==> images/wires.png <==
(6 px per um)
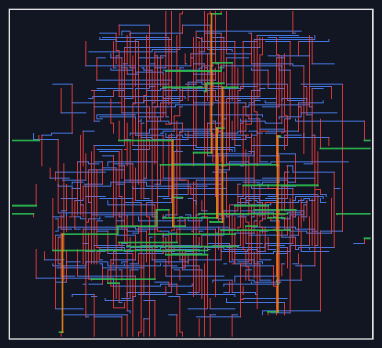
==> images/logic_types.png <==
(6 px per um)
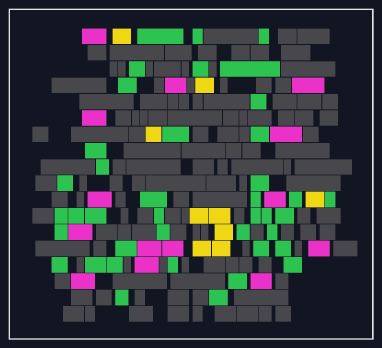
==> images/io_fan.png <==
(8 px per um)
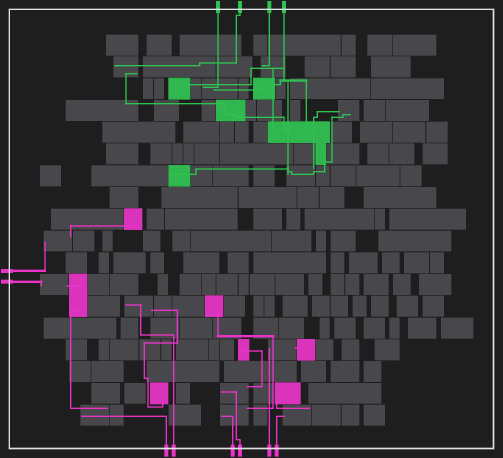
==> images/flops_by_reg.png <==
(4 px per um)
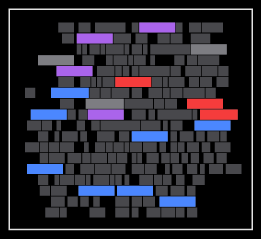
**config.mk**
```make
export PLATFORM = sky130hd
export DESIGN_NAME = univ_shift_reg
export DESIGN_NICKNAME = d
export VERILOG_FILES = /design/src/rtl/univ_shift_pkg.sv /design/src/rtl/shift_step.sv /design/src/rtl/univ_shift_reg.sv
export SDC_FILE = /design/constraint.sdc
export NUM_CORES = 1
export LEC_CHECK = 0
export CORE_ASPECT_RATIO = 0.9
export CORE_MARGIN = 2
export CORE_UTILIZATION = 50
export DETAILED_ROUTE_END_ITERATION = 10
export HOLD_SLACK_MARGIN = 0.02
export PLACE_DENSITY = 0.85
export SETUP_SLACK_MARGIN = 0.4
export SYNTH_ARGS = -nofsm -noshare
export SYNTH_HDL_FRONTEND = slang
export SYNTH_SLANG_ARGS = --single-unit
export TNS_END_PERCENT = 100
```
**constraint.sdc**
```tcl
create_clock -name clk -period 2 [get_ports clk]
set_clock_uncertainty 0.05 [all_clocks]
set_input_delay 0.4 -clock clk [delete_from_list [all_inputs] [get_ports clk]]
set_output_delay 0.4 -clock clk [all_outputs]
set_load 0.03 [all_outputs]
```
**src/rtl/univ_shift_pkg.sv**
```systemverilog
// Shared types for the universal shift register family: command codes,
// controller states and a small command-classification helper.
package univ_shift_pkg;

    // Command codes carried on the 3-bit op input; code 7 is unnamed and acts as HOLD
    typedef enum logic [2:0] {
        OP_HOLD = 3'd0,
        OP_LOAD = 3'd1,
        OP_SHL  = 3'd2,
        OP_SHR  = 3'd3,
        OP_ROL  = 3'd4,
        OP_ROR  = 3'd5,
        OP_ASR  = 3'd6
    } op_t;

    // Controller states
    typedef enum logic {
        ST_IDLE = 1'b0,
        ST_RUN  = 1'b1
    } state_t;

    // True for the commands that run one bit-position per enabled clock
    function automatic logic is_shift_op(input logic [2:0] code);
        return (code >= 3'd2) && (code <= 3'd6);
    endfunction

endpackage

```
**src/rtl/shift_step.sv**
```systemverilog
// Combinational single-position shifter: one step of SHL/SHR/ROL/ROR/ASR.
// Non-shift codes pass the word through and report a zero out bit.
module shift_step
    import univ_shift_pkg::*;
#(
    parameter int WIDTH = 8
) (
    input  logic [WIDTH-1:0] q,
    input  op_t              op,
    input  logic             si,
    output logic [WIDTH-1:0] q_next,
    output logic             out_bit
);

    // Select the shifted word and the bit that falls off the end
    always_comb begin
        q_next  = q;
        out_bit = 1'b0;
        case (op)
            OP_SHL: begin
                q_next  = {q[WIDTH-2:0], si};
                out_bit = q[WIDTH-1];
            end
            OP_SHR: begin
                q_next  = {si, q[WIDTH-1:1]};
                out_bit = q[0];
            end
            OP_ROL: begin
                q_next  = {q[WIDTH-2:0], q[WIDTH-1]};
                out_bit = q[WIDTH-1];
            end
            OP_ROR: begin
                q_next  = {q[0], q[WIDTH-1:1]};
                out_bit = q[0];
            end
            OP_ASR: begin
                q_next  = {q[WIDTH-1], q[WIDTH-1:1]};
                out_bit = q[0];
            end
            default: begin
                q_next  = q;
                out_bit = 1'b0;
            end
        endcase
    end

endmodule

```
**src/rtl/univ_shift_reg.sv**
```systemverilog
// Universal shift register: parallel load plus multi-cycle shift/rotate
// commands stepped one position per enabled clock, with busy/done handshake.
// Every output comes straight from a flop.
module univ_shift_reg
    import univ_shift_pkg::*;
#(
    parameter int WIDTH = 8,
    parameter int AMT_W = $clog2(WIDTH) + 1
) (
    input  logic             clk,
    input  logic             reset_n,
    input  logic             en,
    input  logic             start,
    input  logic [2:0]       op,
    input  logic [AMT_W-1:0] amt,
    input  logic [WIDTH-1:0] d,
    input  logic             si,
    output logic [WIDTH-1:0] q,
    output logic             so,
    output logic             busy,
    output logic             done
);

    state_t           state, state_nxt;
    op_t              op_run, op_run_nxt;
    logic [AMT_W-1:0] cnt, cnt_nxt;
    logic [WIDTH-1:0] q_nxt;
    logic             so_nxt;
    logic             done_nxt;
    logic             busy_nxt;

    logic [WIDTH-1:0] step_q;
    logic             step_bit;

    // One bit-position of the latched command, applied to the current word
    shift_step #(
        .WIDTH (WIDTH)
    ) u_step (
        .q       (q),
        .op      (op_run),
        .si      (si),
        .q_next  (step_q),
        .out_bit (step_bit)
    );

    // Next-state logic: command decode in IDLE, stepping and countdown in RUN
    always_comb begin
        state_nxt  = state;
        op_run_nxt = op_run;
        cnt_nxt    = cnt;
        q_nxt      = q;
        so_nxt     = so;
        done_nxt   = 1'b0;
        case (state)
            ST_IDLE: begin
                if (start) begin
                    if (op == OP_LOAD) begin
                        q_nxt    = d;
                        done_nxt = 1'b1;
                    end else if (is_shift_op(op) && (amt != '0)) begin
                        op_run_nxt = op_t'(op);
                        cnt_nxt    = amt;
                        state_nxt  = ST_RUN;
                    end else begin
                        // HOLD, unused codes and zero-length shifts complete at once
                        done_nxt = 1'b1;
                    end
                end
            end
            ST_RUN: begin
                // en low freezes the command; start is ignored while running
                if (en) begin
                    q_nxt   = step_q;
                    so_nxt  = step_bit;
                    cnt_nxt = cnt - AMT_W'(1);
                    if (cnt == AMT_W'(1)) begin
                        state_nxt = ST_IDLE;
                        done_nxt  = 1'b1;
                    end
                end
            end
            default: begin
                state_nxt = ST_IDLE;
            end
        endcase
        busy_nxt = (state_nxt == ST_RUN);
    end

    // All state and output registers; reset abandons any command without a done
    always_ff @(posedge clk or negedge reset_n) begin
        if (!reset_n) begin
            state  <= ST_IDLE;
            op_run <= OP_HOLD;
            cnt    <= '0;
            q      <= '0;
            so     <= 1'b0;
            busy   <= 1'b0;
            done   <= 1'b0;
        end else begin
            state  <= state_nxt;
            op_run <= op_run_nxt;
            cnt    <= cnt_nxt;
            q      <= q_nxt;
            so     <= so_nxt;
            busy   <= busy_nxt;
            done   <= done_nxt;
        end
    end

endmodule
```
==> impl_metrics.xml <==
<?xml version="1.0" encoding="UTF-8"?>
<metrics>
  <group name="outcome">
    <metric name="outcome" unit="">finished clean</metric>
  </group>
  <group name="critical_path">
    <metric name="cp-end-kind" unit="">flop</metric>
    <metric name="start_kind" unit="">flop</metric>
    <metric name="critical_path_arrival" unit="ns">1.85</metric>
    <metric name="worstRegToRegCells" unit="">5</metric>
    <metric name="r2r_end" unit="">op_run[2]</metric>
    <metric name="r2r_setup_slack" unit="ns">0.30</metric>
    <metric name="crit_path_max_fanout" unit="">4</metric>
    <metric name="timing.setup.critical_path_class" unit="">flop to flop</metric>
    <metric name="cp.required" unit="ns">2.15</metric>
    <metric name="timing.rr.start" unit="">state</metric>
  </group>
  <group name="synthesis">
    <metric name="post_synth_fa_ha_maj_area_fraction" unit="">0.01751</metric>
    <metric name="yosys_warnings" unit="">0</metric>
    <metric name="postSynthSeqShare" unit="">0.3152</metric>
    <metric name="ff_type" unit="">dfrtp_1</metric>
    <metric name="synth_simple_gate_area_share" unit="">0.1953</metric>
    <metric name="synthTopLogicFamily" unit="">AND-OR/OR-AND gates</metric>
    <metric name="syn_inst" unit="">148</metric>
    <metric name="ys_sh_mux" unit="">0.1060</metric>
    <metric name="syn-cell-area" unit="um^2">1429</metric>
    <metric name="synth_stat.cells" unit="">148</metric>
    <metric name="compound_area_frac" unit="">0.2592</metric>
    <metric name="netlist.area_leader.share" unit="">0.3152</metric>
    <metric name="distinct_lib_cells" unit="">47</metric>
    <metric name="synthTopCellsByArea" unit="">dfrtp_1 (32%), mux2_2 (7.1%), buf_6 (3.9%)</metric>
    <metric name="edff_count_synth" unit="">0</metric>
    <metric name="avgSynthCellArea" unit="um^2">9.655</metric>
    <metric name="xor_share" unit="">0.02539</metric>
    <metric name="synth-seq-cells" unit="">18</metric>
    <metric name="synth-async-reset-ratio" unit="">1.000</metric>
    <metric name="netlist.top_cell.by_area" unit="">dfrtp_1</metric>
    <metric name="net_count_after_synthesis" unit="">170</metric>
    <metric name="area_figure_in_the_yosys_stat_output" unit="um^2">1429</metric>
  </group>
  <group name="placed_design">
    <metric name="post-place-ws" unit="ns">-0.1048</metric>
    <metric name="gpl.final_weighted_congestion" unit="">0.8074</metric>
    <metric name="place.detailed.instances" unit="">216</metric>
    <metric name="dp.final_hpwl" unit="um">2770</metric>
  </group>
  <group name="run">
    <metric name="drv.max_cap_violation_count" unit="">0</metric>
    <metric name="total_tool_warning_count" unit="">29</metric>
  </group>
  <group name="detailed_routing">
    <metric name="detail_route.first_pass.iterations" unit="">4</metric>
    <metric name="initialDrtViolationCount" unit="">129</metric>
    <metric name="post_route_drc_violation_count" unit="">0</metric>
    <metric name="post_dr_vias_cell" unit="">6.179</metric>
    <metric name="routed_via_count" unit="">1415</metric>
    <metric name="drtAntennaViolNets" unit="">0</metric>
    <metric name="wl_per_cell" unit="um">18.66</metric>
  </group>
  <group name="grt">
    <metric name="global_route.usage.met1" unit="">0.3261</metric>
    <metric name="groute.layer.met3.usage" unit="">0.04728</metric>
    <metric name="met2_usage" unit="">0.4601</metric>
    <metric name="initial_antenna_violation_count" unit="">0</metric>
    <metric name="grt_pass1_vias" unit="">1370</metric>
    <metric name="grt_overflow" unit="">0</metric>
    <metric name="grt_first_pass_wirelength" unit="um">6437</metric>
    <metric name="grt_start_max_net_pins" unit="">19</metric>
    <metric name="gr-max-usage-layer" unit="">met2</metric>
  </group>
  <group name="cells_and_area">
    <metric name="final_layout_size_suffix_gt1_frac" unit="">0.3122</metric>
    <metric name="syn_to_final_growth" unit="%">34.06</metric>
    <metric name="nNetsFinal" unit="">212</metric>
    <metric name="final_cell_mix" unit="">buf_4 (16), dfrtp_1 (15), nand2_1 (14), clkdlybuf4s50_1 (12)</metric>
    <metric name="antenna_cells" unit="">0</metric>
    <metric name="filler_cell_count_in_the_final_layout" unit="">205</metric>
  </group>
  <group name="clock_network">
    <metric name="tritoncts_num_sinks" unit="">18</metric>
    <metric name="holdBufCountCts" unit="">0</metric>
    <metric name="numCtsBuffers" unit="">3</metric>
    <metric name="ctsHtreeMaxLevel" unit="">1</metric>
    <metric name="clk_pin_slew_worst_paths" unit="ns">0.11</metric>
    <metric name="clock_tree_from_tritoncts" unit="">done</metric>
    <metric name="cts_root_buffer" unit="">clkbuf_4</metric>
    <metric name="clockBufferDepth" unit="">2</metric>
    <metric name="clock.latency.late_pin" unit="ns">0.30</metric>
  </group>
  <group name="power">
    <metric name="ir_worst_vdd" unit="mV">0.7670</metric>
    <metric name="static-leakage-power" unit="nW">0.8310</metric>
    <metric name="cell_area_power_density" unit="nW/um^2">1568</metric>
  </group>
  <group name="timing">
    <metric name="hold_ws" unit="ns">0.3615</metric>
    <metric name="timing_worst_slew_pin_value" unit="ns">0.3941</metric>
    <metric name="rsz0062_at_grt" unit="">yes</metric>
    <metric name="fmaxAchievable" unit="MHz">587.9</metric>
    <metric name="slew_headroom" unit="">0.7353</metric>
    <metric name="fin_max_slew_vios" unit="">0</metric>
    <metric name="final-hold-violation-count" unit="">0</metric>
    <metric name="period_minus_slack" unit="ns">1.701</metric>
    <metric name="setup_tns" unit="ns">0</metric>
    <metric name="setup_viol" unit="">0</metric>
    <metric name="post-route-worst-setup-slack" unit="ns">0.2990</metric>
    <metric name="finalCritPeriodShare" unit="">0.8505</metric>
  </group>
  <group name="floorplanning">
    <metric name="core_area" unit="um^2">2725</metric>
    <metric name="dieWidth" unit="um">60.35</metric>
    <metric name="placementRows" unit="">18</metric>
    <metric name="initial_utilization" unit="">0.5243</metric>
    <metric name="die_area" unit="um^2">3302</metric>
    <metric name="die_y" unit="um">54.72</metric>
  </group>
  <group name="worst_hold_path">
    <metric name="min-delay-path-class" unit="">input port to async pin</metric>
  </group>
</metrics>
Back to the opening pictures, wires.png:
orange -> metal 4  # wire length 120 um
blue -> metal 1  # wire length 1,780 um
green -> metal 3  # wire length 270 um
red -> metal 2  # wire length 2,100 um
Total Wirelength: 4273 um
total routing usage reported by global routing: 0.2707

Back to the opening pictures, logic_types.png:
yellow -> AND-OR and OR-AND gates  # cells 9
green -> inverting AOI/OAI gates  # cells 40
magenta -> multiplexers  # cells 14
post-layout instance count excluding filler cells: 229
logic share of the area: 0.4807
most frequently placed logic cell in the final layout: buf_4

Back to the opening pictures, io_fan.png:
green -> amt  # bits 4, direction input, edge top, end cells 6, buffers 5, wire 176 um
magenta -> d  # bits 8, direction input, edge 6 bottom, 2 left, end cells 8, buffers 8, wire 170 um
# IOs: 31
Port-buffer cells: 30

Back to the opening pictures, flops_by_reg.png:
purple -> cnt  # flops 4
blue -> q  # flops 8
red -> op_run  # flops 3
not colored = 3
Seq area share: 0.2371
area of all sequential standard cells: 454.2 um^2
power attributed to sequential cells: 842 uW
Finished Core Util: 0.7029

-- what timing repair did --
item | 4_1_cts | 5_1_grt
setup buffers | 7 | 1
setup endpoints to repair | 24 | 24
pin swaps | 6 | 1
gates cloned | 1 | 0
resized | 37 | 13
-- flip-flops by register name (all words and copies together) (netlist names) --
name and cells:
q 8, state 1, so 1, op_run 3, cnt 4, done 1
-- cells in the mapped netlist (3+ instances only) --
cell type,number
o22ai_1,6
a211o_1,3
dfrtp_1,18
mux2i_1,5
inv_1,7
nand2_1,14
o32ai_1,3
o21ai_0,4
buf_2,6
nor2b_1,8
a21oi_1,5
nor3_1,3
o31ai_1,7
nand3_1,3
mux2_2,9
a2111oi_0,4
buf_6,5
-- worst max-delay path, stage by stage, from the launching register on --
cell     delay [ns]
dfrtp_2        0.45
buf_12         0.14
nor2b_4        0.13
nor4b_4        0.35
buf_4          0.18
mux2_4         0.29
-- routing by layer --
layer  part of all wire  vias up
met3              0.063       14
met2               0.49       61
met5                  0        -
met1               0.42      696
met4              0.028        0
li1                   -      644
-- worst max-delay path by stage --
stage | slack (ns) | cells after the start | from | end
final | 0.30 | 5 | state | op_run[2]
after global placement | -0.04 | 5 | op[1] | q[3]
after CTS | 0.33 | 1 | q[0] | q[0]
after global routing | 0.25 | 6 | state | op_run[1]
after detailed placement | -0.10 | 5 | op[1] | q[5]
after floorplan | 0.41 | 4 | state | op_run[0]
-- metrics by stage --
stage                     total power, mW    util  cell area [um^2]
after floorplan                     2.089       -              1429
after global placement              2.478  0.6465              1762
after detailed placement            2.560  0.6465              1762
after CTS                           2.904  0.6961              1897
after global routing                3.180  0.7029              1916
final                               3.003  0.7029              1916
-- power breakdown --
group / switching [mW] / leakage (nW) / internal, mW
Combinational: 1.02 / 0.597 / 0.902
Sequential: 0.305 / 0.213 / 0.537
Clock: 0.127 / 0.0210 / 0.111
Total: 1.45 / 0.831 / 1.55
-- area by class of cell --
type	count	area, um^2	area share
Timing Repair Buffer	49	427.9	0.2234
Multi-Input combinational cell	111	920.9	0.4807
Sequential cell	18	454.2	0.2371
Inverter	7	26.28	0.01372
Tap cell	40	50.05	0.02613
Clock buffer	4	36.28	0.01894
-- logic make-up after synthesis --
logic type,after synthesis
adder cells (fa/ha/maj),2
XOR/XNOR,2
AND/OR/NAND/NOR,44
buffers and inverters,19
multiplexers,14
AND-OR/OR-AND,49
flip-flops,18
No activity file was given, so power comes from the tool's default toggle rates.
